==> run_1/placement.png <==
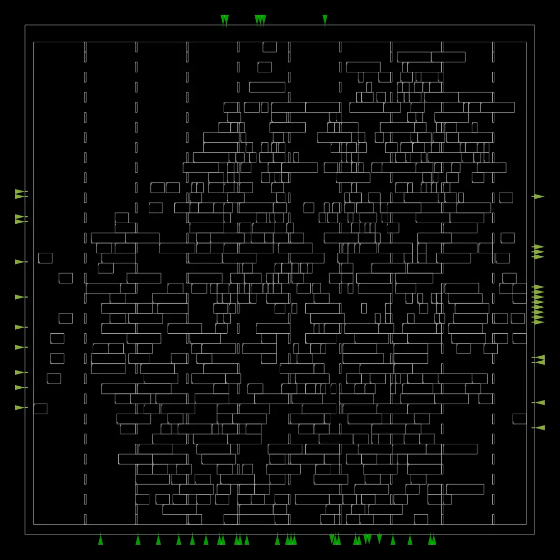
==> run_1/detail.png <==
Bar = 10 um. Region (56, 29) to (81, 54) um. Cells in grey, sequential cells in the stronger grey; small squares are vias.
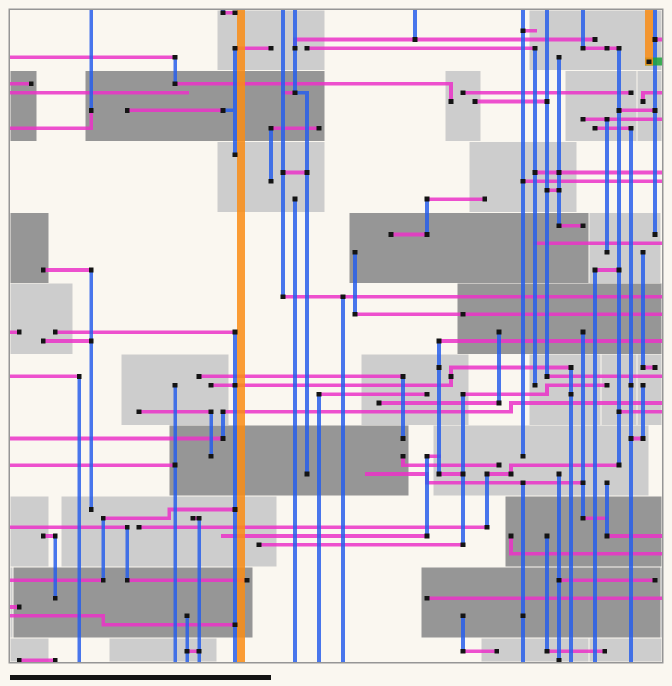
==> run_1/metal_density.png <==
The die is cut into 28 by 28 equal tiles; black is low, pale yellow is high, scaled to the fullest tile. Values are wire area over tile area, all layers added.
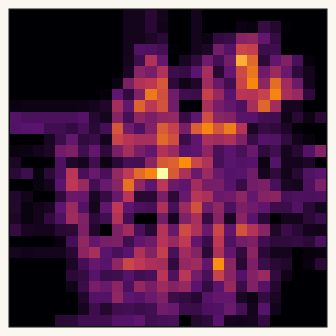
[config.mk]
export PLATFORM = sky130hd
export DESIGN_NAME = seg_scan_ctrl
export DESIGN_NICKNAME = d
export VERILOG_FILES = /design/src/rtl/seg_scan_ctrl.sv
export SDC_FILE = /design/constraint.sdc
export NUM_CORES = 1
export LEC_CHECK = 0
export CAP_MARGIN = 30
export CORE_MARGIN = 2
export CORE_UTILIZATION = 30
export DETAILED_ROUTE_END_ITERATION = 10
export PLACE_DENSITY = 0.53
export SLEW_MARGIN = 20
export SYNTH_ARGS = -nofsm -noshare
export SYNTH_HDL_FRONTEND = slang
export SYNTH_SLANG_ARGS = --single-unit
[constraint.sdc]
create_clock -name clk_i -period 4.9 [get_ports clk_i]
set_input_delay 0.49 -clock clk_i [delete_from_list [all_inputs] [get_ports clk_i]]
set_output_delay 0.49 -clock clk_i [all_outputs]
set_load 0.02 [all_outputs]
[src/rtl/seg_scan_ctrl.sv]
// -----------------------------------------------------------------------------
// seg_scan_ctrl
//   Time-multiplexed scan controller for an 8-digit seven-segment display.
//   Steps a digit index through the enabled digits. Each digit is lit for
//   SCAN_DIV cycles and then followed by BLANK_CYC dark cycles. The index,
//   the one-hot digit select and the digit's 4-bit value are presented to the
//   segment encoder. New content is staged in shadow registers and only
//   becomes active on a frame boundary, so a frame never shows mixed data.
//
// Parameters
//   SCAN_DIV     lit cycles per digit (>= 1)
//   BLANK_CYC    dark cycles after each digit (0 = no blanking)
//
// Ports
//   clk_i         system clock, rising edge
//   rst_i         asynchronous active-high reset
//   en_i          scan enable; low forces idle
//   dig_en_i[7:0] per-digit enable mask (staged by load_i)
//   data_i[31:0]  digit values, digit i = data_i[4i+3:4i] (staged by load_i)
//   load_i        strobe that captures data_i/dig_en_i into the shadow regs
//   sel_o[2:0]    current digit index (0 when idle)
//   dig_o[7:0]    one-hot digit select, 0 when nothing is lit
//   nib_o[3:0]    value of the lit digit, 0 when nothing is lit
//   frame_done_o  one-cycle pulse after the last lit cycle of a frame
// -----------------------------------------------------------------------------
module seg_scan_ctrl #(
  parameter int SCAN_DIV  = 50000,
  parameter int BLANK_CYC = 500
) (
  input  logic        clk_i,
  input  logic        rst_i,
  input  logic        en_i,
  input  logic [7:0]  dig_en_i,
  input  logic [31:0] data_i,
  input  logic        load_i,
  output logic [2:0]  sel_o,
  output logic [7:0]  dig_o,
  output logic [3:0]  nib_o,
  output logic        frame_done_o
);

  localparam int MAX_CYC = (SCAN_DIV > BLANK_CYC) ? SCAN_DIV : BLANK_CYC;
  localparam int CW      = (MAX_CYC > 1) ? $clog2(MAX_CYC) : 1;
  localparam logic [CW-1:0] SCAN_LAST  = CW'(SCAN_DIV - 1);
  localparam logic [CW-1:0] BLANK_LAST = CW'((BLANK_CYC > 0) ? (BLANK_CYC - 1) : 0);

  typedef enum logic [1:0] {
    IDLE  = 2'd0,
    ON    = 2'd1,
    BLANK = 2'd2
  } state_t;

  state_t        state_q, state_d;
  logic [CW-1:0] cnt_q, cnt_d;
  logic [2:0]    idx_q, idx_d;
  logic [31:0]   actData_q, actData_d;
  logic [7:0]    actMask_q, actMask_d;
  logic [31:0]   shData_q;
  logic [7:0]    shMask_q;
  logic          pend_q, pend_d;
  logic [2:0]    selOut_q;
  logic [7:0]    digOut_q;
  logic [3:0]    nibOut_q;
  logic          frameDone_q;

  logic [31:0]   rlData;
  logic [7:0]    rlMask;
  logic          wrap;
  logic          advance;

  // Lowest enabled digit of a mask (0 for an empty mask).
  function automatic logic [2:0] lowestBit(input logic [7:0] m);
    logic [2:0] r;
    r = 3'd0;
    for (int i = 7; i >= 0; i--) begin
      if (m[i]) r = 3'(i);
    end
    return r;
  endfunction

  // Nearest enabled digit strictly above s (0 if there is none).
  function automatic logic [2:0] nextAbove(input logic [7:0] m, input logic [2:0] s);
    logic [2:0] r;
    r = 3'd0;
    for (int i = 7; i >= 0; i--) begin
      if (m[i] && (i > int'(s))) r = 3'(i);
    end
    return r;
  endfunction

  // True when some enabled digit lies above s.
  function automatic logic hasAbove(input logic [7:0] m, input logic [2:0] s);
    logic r;
    r = 1'b0;
    for (int i = 0; i < 8; i++) begin
      if (m[i] && (i > int'(s))) r = 1'b1;
    end
    return r;
  endfunction

  // A load in the same cycle as a reload bypasses the shadow registers so the
  // freshest content is taken.
  assign rlData = load_i ? data_i   : shData_q;
  assign rlMask = load_i ? dig_en_i : shMask_q;
  assign wrap   = !hasAbove(actMask_q, idx_q);

  // Shadow registers: staged content, written on every load strobe.
  always_ff @(posedge clk_i or posedge rst_i) begin
    if (rst_i) begin
      shData_q <= 32'h0;
      shMask_q <= 8'hFF;
    end else if (load_i) begin
      shData_q <= data_i;
      shMask_q <= dig_en_i;
    end
  end

  // Scan state: FSM state, cycle counter, digit index, active content and the
  // frame-end flag raised when the last digit of a frame finishes its lit time.
  always_ff @(posedge clk_i or posedge rst_i) begin
    if (rst_i) begin
      state_q   <= IDLE;
      cnt_q     <= '0;
      idx_q     <= 3'd0;
      actData_q <= 32'h0;
      actMask_q <= 8'h0;
      pend_q    <= 1'b0;
    end else begin
      state_q   <= state_d;
      cnt_q     <= cnt_d;
      idx_q     <= idx_d;
      actData_q <= actData_d;
      actMask_q <= actMask_d;
      pend_q    <= pend_d;
    end
  end

  // Next-state logic. Leaving the last digit of the mask is a frame boundary:
  // active content is reloaded and an empty reloaded mask parks the scan idle.
  always_comb begin
    state_d   = state_q;
    cnt_d     = cnt_q;
    idx_d     = idx_q;
    actData_d = actData_q;
    actMask_d = actMask_q;
    pend_d    = 1'b0;
    advance   = 1'b0;

    if (!en_i) begin
      state_d = IDLE;
      cnt_d   = '0;
      idx_d   = 3'd0;
    end else begin
      case (state_q)
        IDLE: begin
          if (rlMask != 8'h0) begin
            actData_d = rlData;
            actMask_d = rlMask;
            idx_d     = lowestBit(rlMask);
            cnt_d     = '0;
            state_d   = ON;
          end
        end
        ON: begin
          if (cnt_q == SCAN_LAST) begin
            cnt_d  = '0;
            pend_d = wrap;
            if (BLANK_CYC == 0) begin
              advance = 1'b1;
            end else begin
              state_d = BLANK;
            end
          end else begin
            cnt_d = cnt_q + CW'(1);
          end
        end
        BLANK: begin
          if (cnt_q == BLANK_LAST) begin
            cnt_d   = '0;
            advance = 1'b1;
          end else begin
            cnt_d = cnt_q + CW'(1);
          end
        end
        default: begin
          state_d = IDLE;
          cnt_d   = '0;
          idx_d   = 3'd0;
        end
      endcase

      if (advance) begin
        if (wrap) begin
          actData_d = rlData;
          actMask_d = rlMask;
          if (rlMask == 8'h0) begin
            state_d = IDLE;
            idx_d   = 3'd0;
          end else begin
            state_d = ON;
            idx_d   = lowestBit(rlMask);
          end
        end else begin
          state_d = ON;
          idx_d   = nextAbove(actMask_q, idx_q);
        end
      end
    end
  end

  // Output registers follow the scan state one cycle later, which also delays
  // the frame-end flag so the pulse lands on the first dark cycle after the
  // last lit cycle of the frame.
  always_ff @(posedge clk_i or posedge rst_i) begin
    if (rst_i) begin
      selOut_q    <= 3'd0;
      digOut_q    <= 8'h00;
      nibOut_q    <= 4'h0;
      frameDone_q <= 1'b0;
    end else begin
      frameDone_q <= pend_q;
      case (state_q)
        ON: begin
          selOut_q <= idx_q;
          digOut_q <= 8'b1 << idx_q;
          nibOut_q <= actData_q[{idx_q, 2'b00} +: 4];
        end
        BLANK: begin
          selOut_q <= idx_q;
          digOut_q <= 8'h00;
          nibOut_q <= 4'h0;
        end
        default: begin
          selOut_q <= 3'd0;
          digOut_q <= 8'h00;
          nibOut_q <= 4'h0;
        end
      endcase
    end
  end

  assign sel_o        = selOut_q;
  assign dig_o        = digOut_q;
  assign nib_o        = nibOut_q;
  assign frame_done_o = frameDone_q;

endmodule

==> flow_metrics.env, run 1 <==
# source this file to load flow results
export IMPL_status="finished clean"
export IMPL_cts_root_buffer="clkbuf_16"
export IMPL_endpoint="actData_q[16]"
export IMPL_cp_buffers_inverters=3
export IMPL_ctsResizeCount=0
export IMPL_nNetsFinal=544
export IMPL_netlist_instances=430
export IMPL_finalSetupTns_ns=0
export IMPL_slowest_stage="o21ai_4"
export IMPL_grt_use_total_pct=13.4
export IMPL_critPathKind="in -> reg"
export IMPL_fp_util_pct=30.9
export IMPL_cp_required_ns=5.20
export IMPL_drtIter0Drc=209
export IMPL_endpoint_kind="flop"
export IMPL_ir_drop_mv=0.258
export IMPL_reg2reg_depth=8
export IMPL_drv_cap=0
export IMPL_htreeDepth=4
export IMPL_n_antenna_cell=0
export IMPL_avgViaCountPerCell=4.80
export IMPL_place_gp_congestion=0.795
export IMPL_ys_flops=117
export IMPL_area_delta_synth_final_pct=26.9
export IMPL_design_core_area_mm2=0.0174
export IMPL_drive_above_1_share_pct=28.1
export IMPL_ctsHoldBuffers=0
export IMPL_yosysTopAreaCell="dfrtp_1"
export IMPL_grt_pass1_wl_um=19200
export IMPL_io_pins=60
export IMPL_yosys_top_cells_count="109 x dfrtp_1, 67 x mux2_2, 33 x nor2_1"
export IMPL_timing_rr_end="actData_q[16]"
export IMPL_path_cells="buf_2, buf_4, nor3_1, o22ai_2, o21a_1, o21ai_4, buf_4, mux2_2"
export IMPL_wl_um=11600
export IMPL_finClkSkew_ns=0.0142
export IMPL_post_cts_buffers=0
Notes on placement.png above:
Seq cells: 117
Final Non-Filler Cells: 733
Tap Cells: 225
Finished Core Util: 39.2%
Rows: 48

Notes on detail.png above:
Key: blue = metal 2; green = metal 3; magenta = metal 1; orange = metal 4
Sequential cells in the window: 7. 23 logic cells have their middle in the window. Most frequent: dfrtp_1 (7), mux2_2 (6), nand2_1 (4). Netlist names of flops here include `actData_q` (6), `shData_q` (1).

Notes on metal_density.png above:
The mean over all tiles is 0.094. 6.4% of the tiles are over half the peak. The emptiest ninth of the die: north-west. The densest ninth of the die: centre.

==> run 1: kinds of logic after synthesis <==
logic type	share of synthesized area, %
simple gates	12.6
mux	19.1
buf+inv	2.72
fa+ha+maj	1.16
compound gates	7.61
xor+xnor	2.12
flops	54.6
==> run 1: worst min-delay path by stage <==
stage / from / end / slack (ns) / cells past startpoint
5_1_grt: pend_q / frame_done_o / 0.35 / 0
4_1_cts: pend_q / frame_done_o / 0.35 / 0
6_report: pend_q / frame_done_o / 0.35 / 0
2_1_floorplan: pend_q / frame_done_o / 0.33 / 0
3_5_place_dp: pend_q / frame_done_o / 0.33 / 0
3_3_place_gp: pend_q / frame_done_o / 0.34 / 0
==> run 1: power breakdown <==
part           switching [mW]  internal [mW]
registers               0.141           1.20
clock network           0.451          0.712
logic                   0.399          0.488
==> run 1: worst register-to-register path: stages (launching register included) <==
cell and delay [ns]:
dfrtp_1 0.50, buf_8 0.23, nor3b_1 0.34, nor4_2 0.10
o311ai_2 0.18, nor2_4 0.07, o21ai_4 0.68, buf_4 0.38
mux2_2 0.37
==> run 1: area by class of cell <==
cell class | count | area (um^2) | area share [%]
timing repair buffer | 67 | 693 | 10.2
clock buffer | 18 | 439 | 6.44
tap | 225 | 282 | 4.13
clock inverter | 14 | 126 | 1.85
multi-input combinational | 281 | 2300 | 33.7
inverter | 11 | 43.8 | 0.642
sequential | 117 | 2940 | 43.1
==> run 1: cell usage in the layout, fill, tap and decap left out, types with 7 or more instances in the layout <==
cell / instances
dfstp_2: 8
mux2_2: 67
inv_1: 10
nand2_1: 30
xnor2_1: 12
clkdlybuf4s50_1: 58
nor2_1: 33
dfrtp_1: 109
o21ai_0: 12
nor3_1: 14
clkbuf_16: 17
a21oi_1: 7
mux4_2: 8
nor2b_1: 7
==> run 1: metal layers <==
| layer | up-vias | global-route usage [%] | wire, um |
|---|---|---|---|
| met5 | - | 0 | 0 |
| met4 | 0 | 5.27 | 195 |
| li1 | 1672 | - | - |
| met2 | 53 | 21.0 | 5590 |
| met3 | 14 | 4.46 | 474 |
| met1 | 1779 | 17.1 | 5290 |
==> run 1: registers in the layout, summed over array words and instances (netlist names) <==
register	cells
actData_q	32
actMask_q	7
cnt_q	16
dig_o	8
frame_done_o	1
idx_q	3
nib_o	4
pend_q	1
sel_o	3
shData_q	32
shMask_q	8
state_q	2
==> run 1: metrics by stage <==
step / utilization [%] / hold WS, ns / instance area, um^2 / power (mW) / instances
after detailed placement: 35.6 / 0.335 / 6210 / 2.24 / 698
after CTS: 38.9 / 0.347 / 6770 / 3.42 / 730
after global placement: 35.5 / 0.340 / 6180 / 2.20 / 697
after floorplan: - / 0.331 / 5380 / 1.99 / 430
after global routing: 39.2 / 0.354 / 6820 / 3.60 / 733
final: 39.2 / 0.346 / 6820 / 3.39 / 733
## Run 2: what changed since run 1
--- a/config.mk
+++ b/config.mk
@@ -9,7 +9,7 @@
 export CORE_MARGIN = 2
 export CORE_UTILIZATION = 30
 export DETAILED_ROUTE_END_ITERATION = 10
-export PLACE_DENSITY = 0.53
+export PLACE_DENSITY = 0.55
 export SLEW_MARGIN = 20
 export SYNTH_ARGS = -nofsm -noshare
 export SYNTH_HDL_FRONTEND = slang
==> constraint.sdc (replaced) <==
create_clock -name clk_i -period 2.4 [get_ports clk_i]
set_input_delay 0.24 -clock clk_i [delete_from_list [all_inputs] [get_ports clk_i]]
set_output_delay 0.24 -clock clk_i [all_outputs]
set_load 0.02 [all_outputs]
==> run_2/placement.png <==
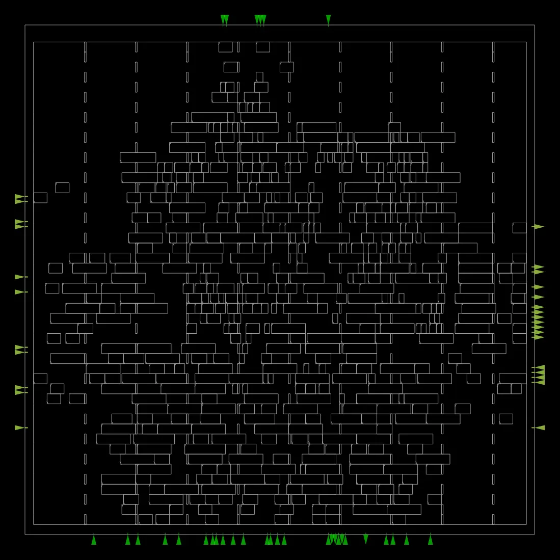
Seq area share: 42.5%
Finished Core Util: 39.7%
filler instances: 1677
Core ar.: 0.0174 mm^2

==> run_2/detail.png <==
Bar = 10 um. Region (56, 29) to (81, 54) um. Cells in grey, sequential cells in the stronger grey; small squares are vias.
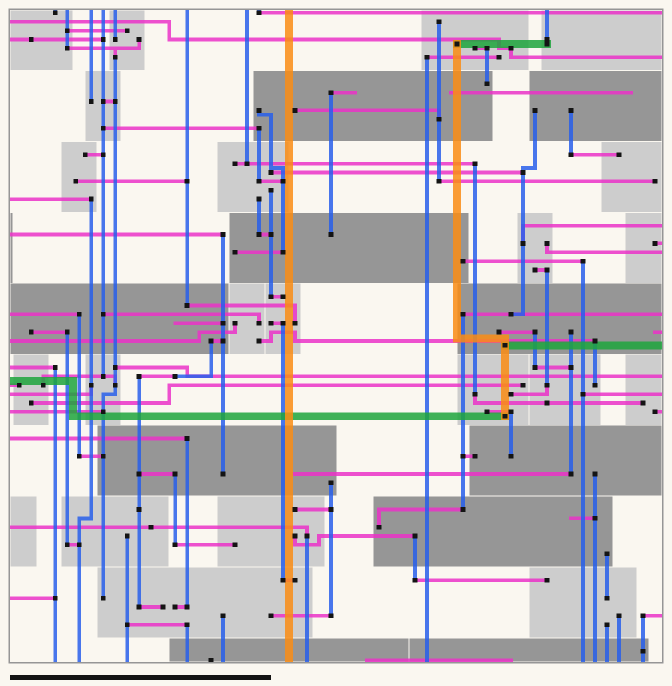
Key: orange = metal 4; magenta = metal 1; green = metal 3; blue = metal 2
29 logic cells have their middle in the window. Netlist names of flops here include `actData_q` (3), `nib_o` (3), `shData_q` (2). Most frequent: dfrtp_1 (8), nand2_1 (6), mux2_2 (5). Sequential cells in the window: 8.

==> run 2 against run 1 <==
  * Sequential power is 100% higher
  * Area after synthesis stayed put
  * Sequential cell count stayed put
  * Sequential share of layout area is 0.56 points lower
  * Die size stayed put
  * Hold slack worse by 0.055 ns
  * Setup slack worse by 1.7 ns
  * Clock power is 130% higher
  * Cell count is 0.68% higher
  * Clock skew is 0.0067 ns lower
  * Total power is 110% higher
  * Critical path type is now reg -> reg
  * Critical endpoint is now actData_q[3]
  * Largest power group unchanged
  * Highest routed layer unchanged
==> flow_metrics.env, run 2 <==
# source this file to load flow results
export IMPL_critPathKind="reg -> reg"
export IMPL_finalSetupTns_ns=0
export IMPL_ys_flops=117
export IMPL_top_regs="actData_q (32), shData_q (32), cnt_q (16)"
export IMPL_placementRows=48
export IMPL_layout_top_cells="109 x dfrtp_1, 67 x mux2_2, 58 x clkdlybuf4s50_1, 32 x nor2_1, 30 x nand2_1"
export IMPL_n_antenna_cell=0
export IMPL_drtIter0Drc=289
export IMPL_path_cells="ha_1, and4bb_2, nand4_2, or2_4, nor2_4, o21ai_4, buf_4, mux2_2"
export IMPL_grt_use_total_pct=13.2
export IMPL_io_pins=60
export IMPL_seqPwrFrac_pct=37.9
export IMPL_cp_required_ns=2.71
export IMPL_lay_top_count="dfrtp_1"
export IMPL_power_internal_mw=5.22
export IMPL_ir_drop_mv=0.620
export IMPL_instances_no_fill=738
export IMPL_avgViaCountPerCell=4.79
export IMPL_drive_above_1_share_pct=28.8
export IMPL_status="finished clean"
export IMPL_drv_cap=0
export IMPL_grt_pass1_wl_um=19000
export IMPL_endpoint_kind="flop"
export IMPL_nNetsFinal=549
export IMPL_yosysTopAreaCell="dfrtp_1"
export IMPL_netlist_instances=430
export IMPL_slowest_stage="dfrtp_1"
export IMPL_p_sw_mw=2.01
export IMPL_finClkSkew_ns=0.00743
export IMPL_dp_cells=706
export IMPL_comb_power_share_pct=25.2
export IMPL_wl_um=11200
export IMPL_yosys_top_cells_count="109 x dfrtp_1, 67 x mux2_2, 33 x nor2_1"
export IMPL_cp_buffers_inverters=1
==> run_2/metal_density.png <==
The die is cut into 28 by 28 equal tiles; black is low, pale yellow is high, scaled to the fullest tile. Values are wire area over tile area, all layers added.
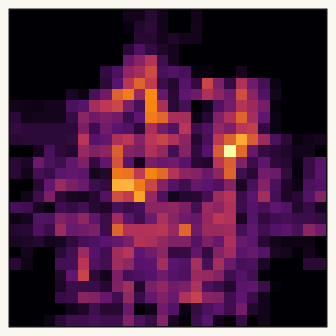
The fullest tile reaches 0.51. 30% of the tiles are nearly empty. 5.4% of the tiles are over half the peak.

run 2: final cells by class:
class                           instances  area, um^2
Sequential cell                       117        2940
Clock inverter                         13         181
Fill cell                            1677       10500
Timing Repair Buffer                   72         721
Clock buffer                           19         443
Tap cell                              225         282
Inverter                               11        45.0
Multi-Input combinational cell        281        2300
run 2: cells by family after synthesis:
| kind of cell | Yosys count | synth area share (%) |
|---|---|---|
| AND-OR/OR-AND | 55 | 7.61 |
| XOR/XNOR | 13 | 2.12 |
| multiplexers | 82 | 19.1 |
| adder cells (fa/ha/maj) | 5 | 1.16 |
| buffers and inverters | 32 | 2.72 |
| flip-flops | 117 | 54.6 |
| AND/OR/NAND/NOR | 126 | 12.6 |
run 2: repair_timing:
| item | CTS | global route |
|---|---|---|
| endpoints found under the setup margin | 0 | 13 |
| resized | 0 | 1 |
| hold buffers | 0 | 0 |
| setup buffers | 0 | 0 |
run 2: worst min-delay path: cells and delay by family:
kind / cells / cell delay (ns)
buffers and inverters: 3 / 0.94
run 2: worst paths after layout:
kind | start | endpoint | slack [ns] | cells after the start
min in group clk_i | load_i | shMask_q[2] | 0.30 | 3
hold reg to reg | pend_q | frame_done_o | 0.39 | 0
max in group asynchronous | rst_i | cnt_q[3] | 1.56 | 3
setup / recovery | cnt_q[0] | actData_q[3] | 0.24 | 8
setup reg to reg | cnt_q[0] | actData_q[3] | 0.24 | 8
hold / removal | rst_i | dig_o[0] | 0.29 | 3
run 2: through the flow:
step	utilization (%)	cell area, um^2	hold slack (ns)	total power, mW	setup slack (ns)
after global placement	36.1	6290	0.379	4.57	0.0425
after CTS	39.7	6910	0.310	7.30	0.0658
after floorplan	-	5380	0.331	4.06	0.382
after global routing	39.7	6910	0.332	7.64	0.135
after detailed placement	36.1	6290	0.382	4.62	-0.0561
final	39.7	6910	0.291	7.23	0.235
run 2: metal layers:
layer / track usage, % / share of wire, % / vias up
li1: - / - / 1679
met4: 6.46 / 1.8 / 0
met5: 0 / 0 / -
met3: 3.65 / 4.0 / 18
met2: 20.3 / 47 / 61
met1: 17.0 / 47 / 1774
run 2: power by group through the flow:
stage	sequential, mW	clock [mW]	combinational, mW
finish	2.74	2.67	1.82
CTS	2.74	2.71	1.85
detailed placement	2.78	0	1.84
floorplan	2.72	0	1.34
global placement	2.76	0	1.81
global route	2.81	2.82	2.02
Power and IR drop assume default switching activity.
